**config.mk**
```make
export PLATFORM = sky130hd
export DESIGN_NAME = st_order_scheduler
export DESIGN_NICKNAME = d
export VERILOG_FILES = /design/src/rtl/st_order_scheduler.sv
export SDC_FILE = /design/constraint.sdc
export NUM_CORES = 1
export LEC_CHECK = 0
export CELL_PAD_IN_SITES_DETAIL_PLACEMENT = 1
export CELL_PAD_IN_SITES_GLOBAL_PLACEMENT = 2
export CORE_ASPECT_RATIO = 1.25
export CORE_MARGIN = 3
export CORE_UTILIZATION = 37
export CTS_CLUSTER_DIAMETER = 120
export CTS_CLUSTER_SIZE = 8
export DETAILED_ROUTE_END_ITERATION = 12
export HOLD_SLACK_MARGIN = 0.03
export PLACE_DENSITY_LB_ADDON = 0.1
export SYNTH_ARGS = -nofsm -noshare
export SYNTH_HDL_FRONTEND = slang
export SYNTH_SLANG_ARGS = --single-unit
```
**constraint.sdc**
```tcl
create_clock -name clk -period 4.1 [get_ports clk]
set_input_delay 0.615 -clock clk [delete_from_list [all_inputs] [get_ports clk]]
set_output_delay 0.615 -clock clk [all_outputs]
set_load 0.005 [all_outputs]
```
**src/rtl/st_order_scheduler.sv**
```systemverilog
// st_order_scheduler: round-robin packet order-token generator; define ST_ORDER_SCHED_WEIGHT_EN for per-requester burst weights.
module st_order_scheduler #(
  parameter int NB_IN = 4,
  parameter int BEATS_W = 8,
  localparam int IW = $clog2(NB_IN)
) (
  input  logic                     clk,
  input  logic                     rst_n,
  input  logic [NB_IN-1:0]         desc_valid,
  output logic [NB_IN-1:0]         desc_ready,
  input  logic [NB_IN*BEATS_W-1:0] desc_beats,
`ifdef ST_ORDER_SCHED_WEIGHT_EN
  input  logic [NB_IN*4-1:0]       weight,
`endif
  output logic                     order_valid,
  input  logic                     order_ready,
  output logic [IW-1:0]            order_data,
  output logic                     busy
);
  if (NB_IN < 2 || (NB_IN & (NB_IN - 1)) != 0) begin : g_bad_nb_in
    $error("NB_IN must be a power of two");
  end
  typedef enum logic {IDLE, EMIT} state_t;
  state_t r_state, w_state_nx;
  logic [NB_IN-1:0]   r_held, w_acc, w_avail;
  logic [BEATS_W-1:0] r_beats [NB_IN];
  logic [BEATS_W-1:0] w_in_beats [NB_IN];
  logic [BEATS_W-1:0] r_cnt;
  logic [IW-1:0]      r_grant, r_last, w_rr, w_pick;
  logic               w_any, w_hs, w_last_beat;
  always_comb begin
    for (int i = 0; i < NB_IN; i++) begin
      w_in_beats[i] = desc_beats[i*BEATS_W +: BEATS_W];
      w_acc[i] = desc_valid[i] & ~r_held[i] & (w_in_beats[i] != '0);
    end
  end
  always_comb begin
    w_rr = r_last;
    for (int k = NB_IN; k >= 1; k--)
      if (w_avail[IW'(r_last + IW'(k))]) w_rr = IW'(r_last + IW'(k));
  end
`ifdef ST_ORDER_SCHED_WEIGHT_EN
  // A descriptor accepted in the bubble cycle counts as available, so a
  // continuously refilled requester can be re-granted back to back.
  logic [3:0] r_burst, w_wt;
  logic       w_regrant;
  assign w_avail = r_held | w_acc;
  always_comb begin
    w_wt = weight[{r_last, 2'b00} +: 4];
    w_regrant = w_avail[r_last] && (r_burst < ((w_wt == 4'd0) ? 4'd1 : w_wt));
    w_pick = w_regrant ? r_last : w_rr;
  end
  always_ff @(posedge clk or negedge rst_n) begin
    if (!rst_n) r_burst <= 4'd0;
    else if (r_state == IDLE && w_any) r_burst <= w_regrant ? r_burst + 4'd1 : 4'd1;
  end
`else
  assign w_avail = r_held;
  assign w_pick = w_rr;
`endif
  assign w_any = |w_avail;
  assign w_hs = (r_state == EMIT) && order_ready;
  assign w_last_beat = w_hs && (r_cnt == BEATS_W'(1));
  always_comb begin
    w_state_nx = r_state;
    if (r_state == IDLE && w_any) w_state_nx = EMIT;
    if (w_last_beat) w_state_nx = IDLE;
  end
  always_ff @(posedge clk or negedge rst_n) begin
    if (!rst_n) begin
      r_state <= IDLE;
      r_held <= '0;
      r_cnt <= '0;
      r_grant <= '0;
      r_last <= IW'(NB_IN - 1);
      for (int i = 0; i < NB_IN; i++) r_beats[i] <= '0;
    end else begin
      r_state <= w_state_nx;
      for (int i = 0; i < NB_IN; i++) if (w_acc[i]) r_beats[i] <= w_in_beats[i];
      r_held <= (r_held | w_acc) & ~(w_last_beat ? (NB_IN'(1) << r_grant) : '0);
      if (r_state == IDLE && w_any) begin
        r_grant <= w_pick;
        r_cnt <= r_held[w_pick] ? r_beats[w_pick] : w_in_beats[w_pick];
      end else if (w_hs) r_cnt <= r_cnt - BEATS_W'(1);
      if (w_last_beat) r_last <= r_grant;
    end
  end
  assign desc_ready = ~r_held;
  assign order_valid = (r_state == EMIT);
  assign order_data = r_grant;
  assign busy = order_valid | (|r_held);
endmodule

```
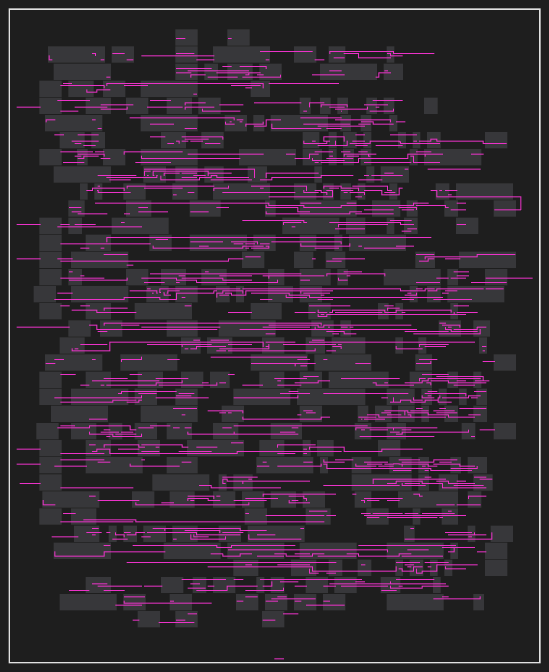
Run 1: met1 routing
Cells faint in the background.
wire length on this layer	3580 um
nets with wire on the layer	312
longest straight run	51.5 um
main direction	horizontal
share of all routed wire	47%

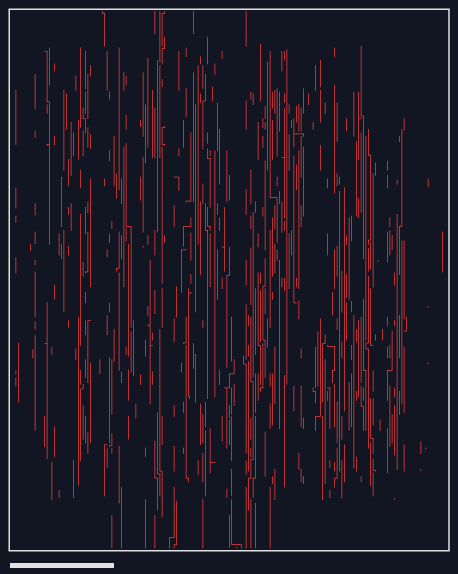
Run 1: M2 wires
Scale bar: 20 um.
nets with wire on the layer	305
wire length on this layer	3780 um
main direction	vertical

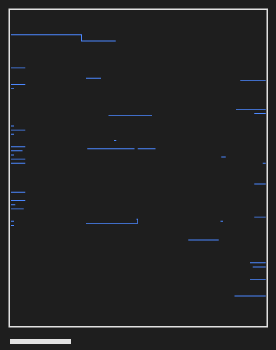
Run 1: the metal 3 layer
Scale bar: 20 um.
nets with wire on the layer	33
share of all routed wire	2.7%
main direction	horizontal

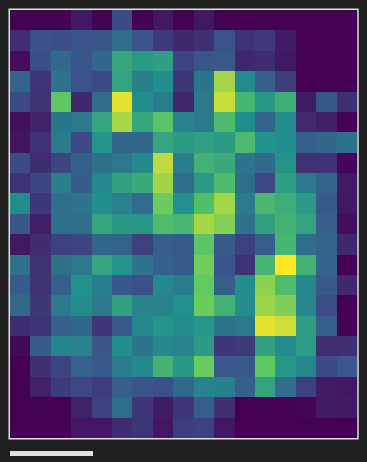
Run 1: signal metal coverage by tile
Scale bar: 20 um. The die is cut into 17 by 21 equal tiles; dark purple is low, yellow is high, scaled to the fullest tile. Values are wire area over tile area, all layers added.
densest ninth of the die	middle
nearly empty tiles	13%
tiles over half the peak	22%
fullest tile	0.41
mean over tiles	0.13

==> notes.md, run 1 <==
Status of the implementation.

- The sum of overflow across all layers after global routing is 0, for reference.
- In the Yosys report, the sequential cells make up between 40% and 50% of the chip area.
- The number of nets produced by synthesis is around 300, for reference.
- Once detailed placement completed, the half-perimeter wirelength came to roughly 6000 um.
- Yosys instantiated no cell more often than sky130_fd_sc_hd__dfrtp_1.
- The total number of vias is 2155, for reference.
- The signal on the critical path passes through nor4_1, nand2b_1, clkdlybuf4s50_1.
- Yosys attributes the largest share of cell area to sky130_fd_sc_hd__dfrtp_1 42%, sky130_fd_sc_hd__mux2_2 13%, sky130_fd_sc_hd__mux2i_1 11%.
- The count of hold-fix buffers inserted at cts is 0, for reference.
- The number of clock-tree buffers in the layout is 6, for reference.
- According to the I/O placement log, the pin count is ~47.
- TritonCTS built the clock tree.
- The final layout contains a sequential cell count of a little under 50.
- The switching share of total power is between 30% and 40%, for reference.
- The tally of unique sky130hd cells used after synthesis is 50, for reference.
- The number of routed nets with antenna violations is 0, for reference.
- Endpoints failing hold in the final report were tallied at 0.
- The cell-mix breakdown from Yosys lists the compound-gate area share as 14.5%.
- The number of cells in Yosys stat is roughly 260, for reference.
- met1 track demand over resource after global routing is about a quarter.
- The largest vdd supply drop is approximately 230 uV, for reference.
- The chip area line in the Yosys stat output reads between 2000 and 3000 um^2.
- The flow reports that sequential cells draw about 45% of the design power.
- Among all stages on the critical path, the largest delay is contributed by sky130_fd_sc_hd__nor4_1.
- The global-route track usage on met2 is around 30%, for reference.
- The standby leakage power is around 0.0015 uW, for reference.
- After synthesis, the mean cell area works out to between 10 and 15 um^2.
- The largest registers in the layout are r_beats x32, r_cnt x8, r_held x4.
- The combinational share of cell area is between 40% and 50%, for reference.
- The final layout contains routed wiring with a total length of between 7000 and 8000 um.
- The category of the most critical setup path is reg2out, for reference.
- The final setup TNS is 0 ns, for reference.
- The biggest cell category by area in the final layout is multi-input combinational cells, for reference.
- Along the worst path, the maximum fanout reaches 13.
- Per the synthesis report, the simple-gate share of the synthesized area is between 10% and 20%.
- The total clock network power is between 300 and 400 uW, for reference.
- The weighted congestion reported at the end of routability-driven placement is ~0.75, for reference.
- In this run, the synthesized area fraction spent on xor and xnor cells is recorded as 1.24%.
- Per the slew report, the remaining headroom to the max-slew limit stands at 32.3%.
- Leaving out the clock tree, the finished layout contains a buffer count of ~48.
- Including well taps, the total number of placed cells is about 390.
- Ranked by instance count, the synthesized netlist is headed by 47 x sky130_fd_sc_hd__dfrtp_1, 32 x sky130_fd_sc_hd__mux2_2, 32 x sky130_fd_sc_hd__mux2i_1.
- The number of antenna diodes is 0, for reference.
- The number of well taps is roughly 90, for reference.
- The number of antenna violations at the first check in global routing is 0, for reference.
- The final worst hold slack is between 0.3 and 0.4 ns, for reference.
- The sequential cells in the finished layout cover a total of about 1200 um^2.
- The power report lists the sequential group at ~850 uW.
- The routed design could run at a clock period as short as between 2 and 3 ns.
- The first global-routing pass estimated ~12000 um of wire.
- The finished cells cover about 3500 um^2.
- The maximum clock insertion buffer count is 2, for reference.
- In the final layout, the share of cells above drive strength 1 is ~17%.
- The post-synthesis cell count is around 260, for reference.
- The width of the chip is roughly 84 um, for reference.
- The violation count after the first detailed-routing iteration is ~82, for reference.
- The cell taking the most area after synthesis is sky130_fd_sc_hd__dfrtp_1, for reference.
- The total buffers and inverters traversed by the critical path is 1, for reference.
- met3 track demand over resource after global routing is between 2 and 3%.
- In this run the most used layer during global routing was met2.
- The fraction of the core area occupied by cells at floorplan is 38.1%, for reference.
- The placed standard-cell area is 3340 um^2, for reference.
- The startpoint class of the critical path is a register, for reference.
- The clock transition at the registers of the reported paths is ~0.09 ns, for reference.
- The commonest register cell is sky130_fd_sc_hd__dfrtp_1.
- The synthesis report gives the async set-or-reset register share as 100%.
- The total of cells resized after clock tree synthesis is 0, for reference.
- The clock network power share is between 10% and 20%, for reference.
- The layout report lists the clock-cell share of area as 3.47%.
- The insertion delay to the later sink of the worst-skew pair is around 0.3 ns, for reference.
- In this run the vertical extent of the chip is 104 um.
- The non-filler instance count after layout is 394, for reference.
- The dominant power group in this design is sequential cells.
- The wire length on met3 is between 200 and 250 um, for reference.
- The final report gives the core utilization as between 40% and 50%.
- Power attributed to combinational cells is around 670 uW.
- The final routed wire length divided by cell count is ~19 um, for reference.
- The share of power burned in combinational logic is a little over a third, for reference.
- Of the total standard cell area in the layout, the sequential portion is a little over a third.
- The H-tree was split into 2 levels.
- The reported max-cap violation count is 0, for reference.
- The highest layer touched by signal routing is met4.
- The overall routing resource usage is between 10% and 20%, for reference.
- The register with the most flip-flops is r_beats, for reference.
- Once synthesis finished, the tally of register bits stood at just under 50.
- The number of sinks handled by clock tree synthesis is between 40 and 50, for reference.
- In the power breakdown, the internal column shows ~1300 uW.
- The number of global-route vias before repair came to about 2300.
- According to the hold report, the worst path is of the in2async type.
- The part of the cycle the worst path needs is between 60% and 70%, for reference.
- The layout overhead on the synthesized area is 22.6%, for reference.
- For this run, design rule violations remaining after detail routing come to 0.
- The script computed a power per unit cell area of about 540 nW/um^2.
- The achievable clock frequency is approximately 0.35 GHz, for reference.
- In this run the power spent charging and discharging nets is around 620 uW.
- STA classifies the critical path endpoint as an output port.
- For the worst setup path, the data required time is approximately 3.5 ns.
- The number of flip-flops in the largest register is 32, for reference.
- The OpenROAD warning count is 27, for reference.
- For reference, the placement row count at floorplan is 35.
- The run finished with clean final reports.
- The layout inverter count without the clock tree is 8, for reference.
- The layout report lists the multi-input gate area as around 1500 um^2.
- Data arrives at the worst endpoint at between 2 and 2.5 ns.
- The library cell used most frequently in the layout, excluding fill and tap cells, is sky130_fd_sc_hd__dfrtp_1.
- The chip area is 8720 um^2, for reference.
- The synthesis log from Yosys contains 0 warnings.
- The length of routed wiring on met1 is 3580 um, for reference.
- Fill cells in the final layout number roughly 810.
- The area fraction in full adders, half adders and majority gates is less than 1%, for reference.
- The number of optimization iterations in the first detailed-route pass is 4, for reference.
## run 1: worst paths after layout
kind,from,depth (start not counted),slack (ns),endpoint
max in group asynchronous,rst_n,2,2.97,r_last[0]
worst max register to register,r_last[1],6,1.31,r_cnt[1]
worst max-delay path,r_held[1],3,1.27,busy
worst min-delay path,rst_n,1,0.31,r_held[2]
worst min register to register,r_beats[11],1,0.51,r_beats[11]
min in group clk,r_beats[11],1,0.51,r_beats[11]
## run 1: worst reg2reg max path, cell delays in order (launching register included)
cell,delay [ns]
sky130_fd_sc_hd__dfstp_2,0.67
sky130_fd_sc_hd__mux2i_1,0.17
sky130_fd_sc_hd__a311oi_4,0.93
sky130_fd_sc_hd__mux2i_1,0.18
sky130_fd_sc_hd__a22o_1,0.26
sky130_fd_sc_hd__a221o_1,0.27
sky130_fd_sc_hd__a221oi_2,0.22
==> inputs of run 2 (changes only) <==
--- a/config.mk
+++ b/config.mk
@@ -9,7 +9,7 @@
 export CELL_PAD_IN_SITES_GLOBAL_PLACEMENT = 2
 export CORE_ASPECT_RATIO = 1.25
 export CORE_MARGIN = 3
-export CORE_UTILIZATION = 37
+export CORE_UTILIZATION = 31
 export CTS_CLUSTER_DIAMETER = 120
 export CTS_CLUSTER_SIZE = 8
 export DETAILED_ROUTE_END_ITERATION = 12
==> constraint.sdc (replaced) <==
create_clock -name clk -period 2.4 [get_ports clk]
set_input_delay 0.36 -clock clk [delete_from_list [all_inputs] [get_ports clk]]
set_output_delay 0.36 -clock clk [all_outputs]
set_load 0.005 [all_outputs]
==> notes.md, run 2 <==
Status of the implementation.

- The run finished with clean final reports.
- The layout overhead on the synthesized area is 28.1%, for reference.
- The violation count after the first detailed-routing iteration is 51 (-38%).
- The number of hold violations in the final report was 0 (unchanged).
- Routed signal wires occupy layers up through met4.
- The share of power burned in combinational logic is 36.9% (+1.2 points), for reference.
- The logic depth of the worst register-to-register path is 7 (+1), for reference.
- The worst path needs roughly 2.3 ns of the cycle, external delays included.
- The part of the cycle the worst path needs is 97.1%, for reference.
- The average size of a mapped cell came to 10.9 um^2 (unchanged).
- The number of instances in the placed design came to 424 (+9.8%).
- The peak-usage layer in the global routing report is met2, for reference.
- The global-route met3 utilization was 2.28% (-0.35 points).
- The relative area of clock buffers and inverters in the final design was 3.22% (-0.25 points).
- The final worst hold slack is 0.0679 ns (-0.243 ns), for reference.
- The critical path is of the reg2reg type.
- The number of flip-flops in the largest register is 32 (unchanged).
- The synthesis-stage register bit count is 49 (unchanged), for reference.
- The tally of unique sky130hd cells used after synthesis is 50 (unchanged), for reference.
- The OpenROAD warning count was 28 (+3.7%).
- The switching power is 1100 uW (+77%), for reference.
- The placed standard-cell area is 3490 um^2 (+4.4%).
- The count of buffers not belonging to the clock network in the layout was 58 (+21%).
- The area fraction in full adders, half adders and majority gates is 0.887% (unchanged), for reference.
- The number of levels the H-tree was split into came to 2 (unchanged).
- The area of the synthesized netlist per yosys stat was 2820 um^2 (unchanged).
- The finished layout cell area is 3610 um^2 (+4.4%), for reference.
- The logic area is 1510 um^2 (+0.58%), for reference.
- The post-synthesis xor/xnor area fraction is 1.24% (unchanged), for reference.
- The number of antenna violations at the first check in global routing was 0 (unchanged).
- The capturing element of the worst setup path is r_cnt[1], for reference.
- The global-route track usage on met2 is 28.5% (-1.5 points), for reference.
- The ratio of total power to cell area came to 911 nW/um^2 (+67%).
- Per STA, the worst path is made up of mux2i_2, a311oi_4, buf_12, mux2i_1, a22o_1, a221o_1, a221oi_2.
- The share of power burned in registers is 44.1% (-0.9 points), for reference.
- The combinational power is 1220 uW (+82%), for reference.
- The maximum fanout encountered on the critical timing path is 15 (+2).
- The relative max-transition margin was 44.5% (+12 points).
- The cell row count came to 38 (+8.6%).
- The number of logic stages on the critical path including buffering was 7 (+4).
- The main flop type after synthesis is sky130_fd_sc_hd__dfrtp_1, for reference.
- The combinational share of cell area is 41.6% (-1.6 points), for reference.
- The group that draws the most power in this run is sequential cells.
- For the worst reg-to-reg path, the endpoint reported by OpenROAD is r_cnt[1].
- Among logic cells in the layout, the one with the most instances is sky130_fd_sc_hd__dfrtp_1.
- The fraction of the core area occupied by cells at floorplan came to 32.1% (-6.0 points).
- The number of antenna diodes is 0 (unchanged), for reference.
- The die extent in y is 113 um (+8.7%).
- The number of routed nets with antenna violations is 0 (unchanged), for reference.
- The post-synthesis share of cell area spent on and-or and or-and gates is 14.5% (unchanged), for reference.
- The number of cells in Yosys stat is 259 (unchanged), for reference.
- The biggest cell category by area in the final layout is multi-input combinational cells, for reference.
- The number of warning messages in the yosys log came to 0 (unchanged).
- The number of global-route vias before repair is 2397 (+3.7%), for reference.
- The power in sequential cells is 1450 uW (+71%), for reference.
- The non-filler instance count after layout is 432 (+9.6%).
- The width of the chip was 91.4 um (+8.6%).
- Note that the worst hold path type here is in2async.
- For reference, the critical path is launched at r_last[1].
- STA classifies the critical path endpoint as a register.
- The simple-gate portion of the synthesized area came to 12.3% (unchanged).
- The register area is 1230 um^2 (+0.10%), for reference.
- The chip area came to 10300 um^2 (+18%).
[run 2: cell counts after synthesis]
Identical to the previous run, type by type.
[run 2: worst min path at each step]
stage	cells after the start	endpoint	slack, ns	startpoint
floorplan	0	order_data[0]	0.06	rst_n
global placement	1	r_held[3]	0.43	rst_n
detailed placement	1	r_held[3]	0.44	rst_n
CTS	1	r_held[3]	0.10	rst_n
global route	1	r_held[3]	0.11	rst_n
finish	1	r_held[3]	0.07	rst_n
[run 2: per-stage QoR]
step	utilization [%]	setup WS (ns)
floorplan	-	0.299
global placement	39.7	0.0672
detailed placement	39.7	0.0274
CTS	41.0	0.0260
global route	41.1	-0.0427
finish	41.1	0.0708
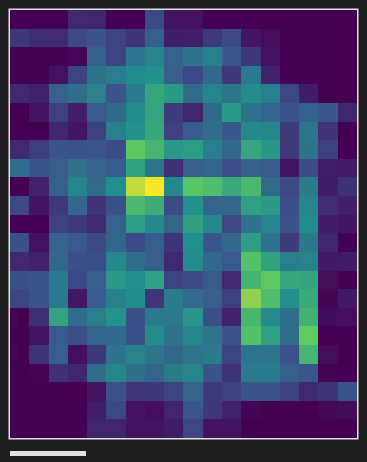
Run 2: signal metal coverage by tile
Scale bar: 20 um. The die is cut into 18 by 23 equal tiles; dark purple is low, yellow is high, scaled to the fullest tile. Values are wire area over tile area, all layers added.
mean over tiles	0.12
fullest tile	0.48
tiles over half the peak	12%
nearly empty tiles	18%
densest ninth of the die	middle
sum of routed wire length over all layers: 8140 um
post-detailed-route wirelength per cell: 18.8 um
total routing resource utilization after global routing: 16.7%

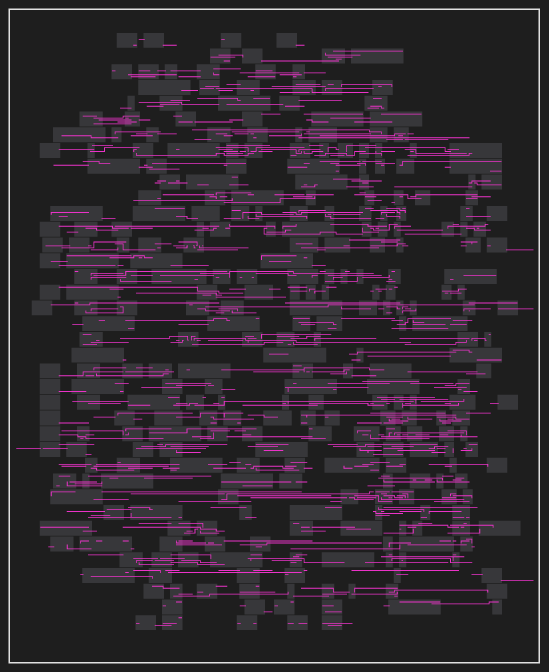
Run 2: met1 routing
Cells faint in the background.
wire length on this layer	3720 um
nets with wire on the layer	318
longest straight run	34.5 um
share of all routed wire	46%
main direction	horizontal
met1 capacity usage during global routing: 22.6%
total via count after detailed routing: 2233

==> inputs of run 3 (changes only) <==
--- a/config.mk
+++ b/config.mk
@@ -5,11 +5,12 @@
 export SDC_FILE = /design/constraint.sdc
 export NUM_CORES = 1
 export LEC_CHECK = 0
+export ABC_AREA = 1
 export CELL_PAD_IN_SITES_DETAIL_PLACEMENT = 1
 export CELL_PAD_IN_SITES_GLOBAL_PLACEMENT = 2
 export CORE_ASPECT_RATIO = 1.25
 export CORE_MARGIN = 3
-export CORE_UTILIZATION = 31
+export CORE_UTILIZATION = 27
 export CTS_CLUSTER_DIAMETER = 120
 export CTS_CLUSTER_SIZE = 8
 export DETAILED_ROUTE_END_ITERATION = 12
==> notes.md, run 3 <==
Status of the implementation.

- After detailed routing, the number of vias per cell comes to between 4 and 5.
- The overall routing resource usage is 15.1% (-1.6 points), for reference.
- The area fraction in full adders, half adders and majority gates is 0.920% (+0.033 points), for reference.
- Adding up every negative setup slack in the final design gives 0 ns.
- The standby leakage power is approximately 0.0016 uW, for reference.
- The number of cells in Yosys stat is 358 (+38%).
- The die extent in y is 118 um (+4.9%), for reference.
- TritonCTS built the clock tree.
- The number of fill cells in the layout is 1200, for reference.
- The number of global-route vias before repair is 2576 (+7.5%), for reference.
- The number of warning messages in the yosys log is 0 (unchanged), for reference.
- The logic depth of the worst register-to-register path is 12 (+5), for reference.
- The power report lists the clock group at about 700 uW.
- Per the power-grid run, VDD falls by no more than 219 uV.
- The number of endpoints failing setup at the final stage is 0, for reference.
- The cell row count is 40 (+5.3%), for reference.
- Max-cap violations in this run came to 0.
- After the last flow step, the layout net total stands at 451.
- Ranking logic cells in the layout by count gives the top entries 61 x sky130_fd_sc_hd__nand2_1, 49 x sky130_fd_sc_hd__nand3_1, 49 x sky130_fd_sc_hd__nor2_1.
- The most frequent cell after synthesis is sky130_fd_sc_hd__nand2_1, for reference.
- The delay of the slowest critical-path stage is 0.68 ns, for reference.
- The part of the cycle the worst path needs is 88.6% (-8.4 points), for reference.
- The number of levels the H-tree was split into came to 2 (unchanged).
- The post-synthesis instance area is about 2700 um^2, for reference.
- The violation count after the first detailed-routing iteration is 75 (+47%), for reference.
- The number of flip-flops in the largest register is 32 (unchanged), for reference.
- The fraction of layout cells with a size suffix above 1 is around 11%, for reference.
- The maximum clock insertion buffer count is 2, for reference.
- The I/O pin count is around 47, for reference.
- For the worst reg-to-reg path, the startpoint reported by OpenROAD is r_last[0].
- The area of the core region is about 9700 um^2, for reference.
- More flip-flops sit in one register than any other, and that register is r_beats.
- For the final database, setup skew stands at 0.00594 ns.
- Among all stages on the critical path, the largest delay is contributed by sky130_fd_sc_hd__dfstp_2.
- Per the GRT log, the top usage layer is met2.
- Of the post-synthesis cell area, the part taken by muxes is 0%.
- The worst setup slack after placement is 0.237 ns (+0.209 ns), for reference.
- The OpenROAD warning count is 27 (-3.6%), for reference.
- The number of hold violations in the final report is 0 (unchanged), for reference.
- The post-route total power is about 2300 uW, for reference.
- The non-filler instance count after layout is 536 (+24%), for reference.
- The cell-internal power is approximately 1600 uW, for reference.
- The clock transition at the registers of the reported paths is approximately 0.060 ns, for reference.
- The number of antenna diodes is 0 (unchanged).
- Buffers placed on the I/O ports in this run total roughly 46.
- For the pin with the worst max-slew slack, the measured transition is 0.632 ns.
- In the final layout, the registers with the most flip-flops are r_beats x32, r_cnt x8, r_held x4.
- The final weighted congestion recorded by global placement is just over 0.8.
- The relative max-transition margin is 57.8% (+13 points), for reference.
- The final timing report lists a max-slew violation count of 0.
- The final routed wire length divided by cell count came to 14.8 um (-21%).
- The synthesis run identifies the leading combinational cell family as simple AND/OR/NAND/NOR gates.
- The endpoint kind of the worst setup timing path is a register, for reference.
- Summed over all instances, the cell type with the most area after synthesis is sky130_fd_sc_hd__dfrtp_1.
- Post-synth the commonest register cell is sky130_fd_sc_hd__dfrtp_1.
- The post-synthesis xor/xnor area fraction is 0.644% (-0.60 points), for reference.
- The area of the synthesized netlist per yosys stat was 2720 um^2 (-3.6%).
- STA lists the endpoint of the worst register-to-register path as r_cnt[2].
- The placed standard-cell area is 3350 um^2 (-4.0%), for reference.
- The clock tree root driver cell is sky130_fd_sc_hd__clkbuf_16, for reference.
- The power in sequential cells is 996 uW (-31%), for reference.
- The switching power came to 703 uW (-36%).
- The most used cell along the critical path is sky130_fd_sc_hd__nand3_1, for reference.
- The tally of unique sky130hd cells used after synthesis is 34 (-32%), for reference.
- After detailed routing, the number of remaining DRC violations is 0.
- The chip area came to 11300 um^2 (+10%).
- The report puts the hold buffer count at CTS at 0.
- The cell family contributing the most delay on the critical path is simple AND/OR/NAND/NOR gates.
- The cell sequence reported for the critical path is inv_8, nand3_1, nand2_1, nor2_2, nand3_1, nand2_1, nand2_2, inv_2, nand3_1, nand2_1, nand3_1, a21oi_2.
- Once the clock tree was built, the setup fixing pass inserted 0 buffers.
- The first-pass GRT wire length is about 13000 um, for reference.
- Setup repair after global routing left no endpoint under its margin.
- The maximum fanout encountered on the critical timing path was 9 (-6).
- Counting every sink on the clock net gives between 40 and 50.
- The share of the core filled with cells in the final layout is 36.1% (-5.0 points), for reference.
- The logic area is 1250 um^2 (-17%), for reference.
- The required time of the critical path is ~2.6 ns, for reference.
- The worst-case register-to-register setup slack is between 0.2 and 0.3 ns, for reference.
- After synthesis, the cell types taking the most area are sky130_fd_sc_hd__dfrtp_1 43%, sky130_fd_sc_hd__nand3_1 9.0%, sky130_fd_sc_hd__nand2_1 8.4%.
- STA classifies the critical path startpoint as a register.
- The finished layout cell area is 3500 um^2 (-3.1%), for reference.
- The switching share of total power is between 30% and 40%, for reference.
- The worst endpoint data arrival time is between 2 and 2.5 ns, for reference.
- The critical path in this run is classified as reg2reg.
- The share of power burned in combinational logic is 26.2% (-11 points), for reference.
- The post-synthesis cell count is 358, for reference.
- The post-synthesis share of cell area spent on and-or and or-and gates is 11.9% (-2.6 points), for reference.
- The routing usage on met1 was 19.1% (-3.5 points).
- The fraction of the core area occupied by cells at floorplan came to 28.0% (-4.1 points).
- The flow ran to the end, and the final reports show no timing, DRC or antenna violations.
- The post-route worst setup slack is 0.273 ns (+0.202 ns).
- The number of enable flip-flop cells is 0, for reference.
- The final worst hold slack came to 0.0858 ns (+0.0179 ns).
- The wire-length estimate of the detail-placed layout is 6360 um.
- The share of power burned in registers is 43.3% (-0.8 points), for reference.
- Summed over all nets, wire length on met2 after detailed routing comes to 4040 um.
- The width of the chip is 95.8 um (+4.9%), for reference.
- The number of buffers and inverters on the critical path is 2.
- The minimum period implied by the final worst setup slack is 2.13 ns (-0.202 ns), for reference.
- Yosys reports that the most numerous cell types are 61 x sky130_fd_sc_hd__nand2_1, 49 x sky130_fd_sc_hd__nand3_1, 49 x sky130_fd_sc_hd__nor2_1.
- The sequential-to-total area share from yosys stat is 45.1%, for reference.
- The clock buffer count from CTS is 5, for reference.
- Static timing analysis puts the maximum clock frequency at 0.470 GHz.
- The combinational power was 603 uW (-51%).
- When the netlist entered floorplanning its net count stood at 399.
- The kind of path behind the tightest hold check is in2async, for reference.
- The number of antenna violations at the first check in global routing was 0 (unchanged).
- The register area is 1230 um^2 (-0.10%), for reference.
- Looking at the group totals, the largest power group turns out to be sequential cells.
- The number of optimization iterations in the first detailed-route pass is 4, for reference.
- The synthesis-stage register bit count is 49 (unchanged), for reference.
- The insertion delay to the later sink of the worst-skew pair is about 0.29 ns, for reference.
- Of all flip-flops after synthesis, the portion carrying an async set or reset was 100%.
- The number of instances in the placed design is 529 (+25%).
- The average size of a mapped cell is 7.60 um^2 (-30%).
- The ratio of total power to cell area came to 657 nW/um^2 (-28%).
- The sum of overflow across all layers after global routing is 0, for reference.
- The most instantiated logic cell after routing is sky130_fd_sc_hd__nand2_1, for reference.
- The number of routed nets with antenna violations was 0 (unchanged).
- The pin count of the biggest net entering global routing is 26, for reference.
- The simple-gate portion of the synthesized area is 32.0% (+20 points).
- Compared with the post-synthesis result, the final layout area differs by 28.6%.
- The flow reports that the clock network draws between 30 and 40% of the design power.
- The length of routed wiring on met1 is 3470 um, for reference.
- Wire segments on met3 add up to 262 um in the final route.
- The highest routed metal layer is met4, for reference.
- The top cell type's share of synthesized area is 43.2%, for reference.
- The total of cells resized after clock tree synthesis is 0, for reference.
## run 3: cell count changes in the layout (fill, tap and decap cells not counted), sizes merged, moves of 37 or more
cell / delta
nand2: +56
nand3: +47
inv: +41
nor2: +37
## run 3: worst max-delay path by stage
stage	cells past startpoint	to	start	slack (ns)
global route	13	r_cnt[7]	r_last[0]	0.02
detailed placement	12	r_cnt[2]	r_last[0]	0.24
finish	12	r_cnt[2]	r_last[0]	0.27
CTS	12	r_cnt[2]	r_last[0]	0.22
global placement	12	r_cnt[2]	r_last[0]	0.25
floorplan	13	r_cnt[2]	r_last[0]	0.59
## run 3: final cells by class
cell class / instances / share of cell area, %
clock buffer: 7 / 4.07
inverter: 51 / 5.83
multi-input combinational: 250 / 35.6
sequential: 49 / 35.1
tap: 126 / 4.50
timing repair buffer: 53 / 14.9
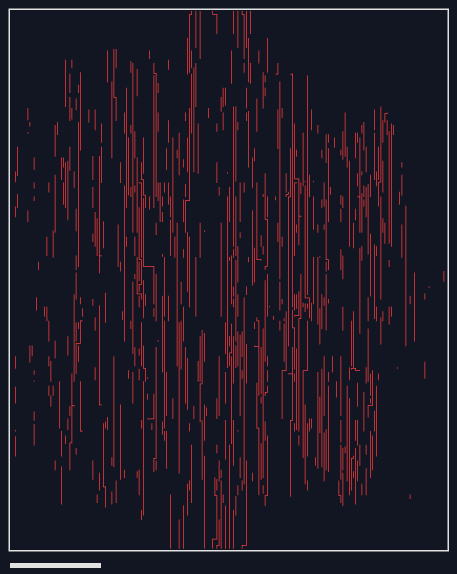
Run 3: M2 wires
Scale bar: 20 um.
main direction	vertical
wire length on this layer	4040 um
nets with wire on the layer	383
met2 track demand over resource in global routing: 25.8%
sum of routed wire length over all layers: 7930 um

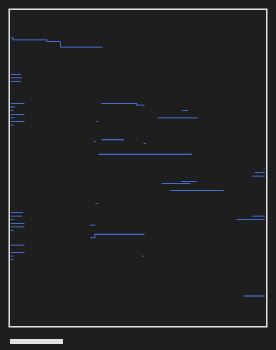
Run 3: the metal 3 layer
Scale bar: 20 um.
share of all routed wire	3.3%
longest straight run	34.5 um
wire length on this layer	263 um
main direction	horizontal
nets with wire on the layer	35
GR met3 Demand/Resource: 2.29%
total via count after detailed routing: 2511

Power figures rest on the tool's default switching activity, not on a simulated workload.
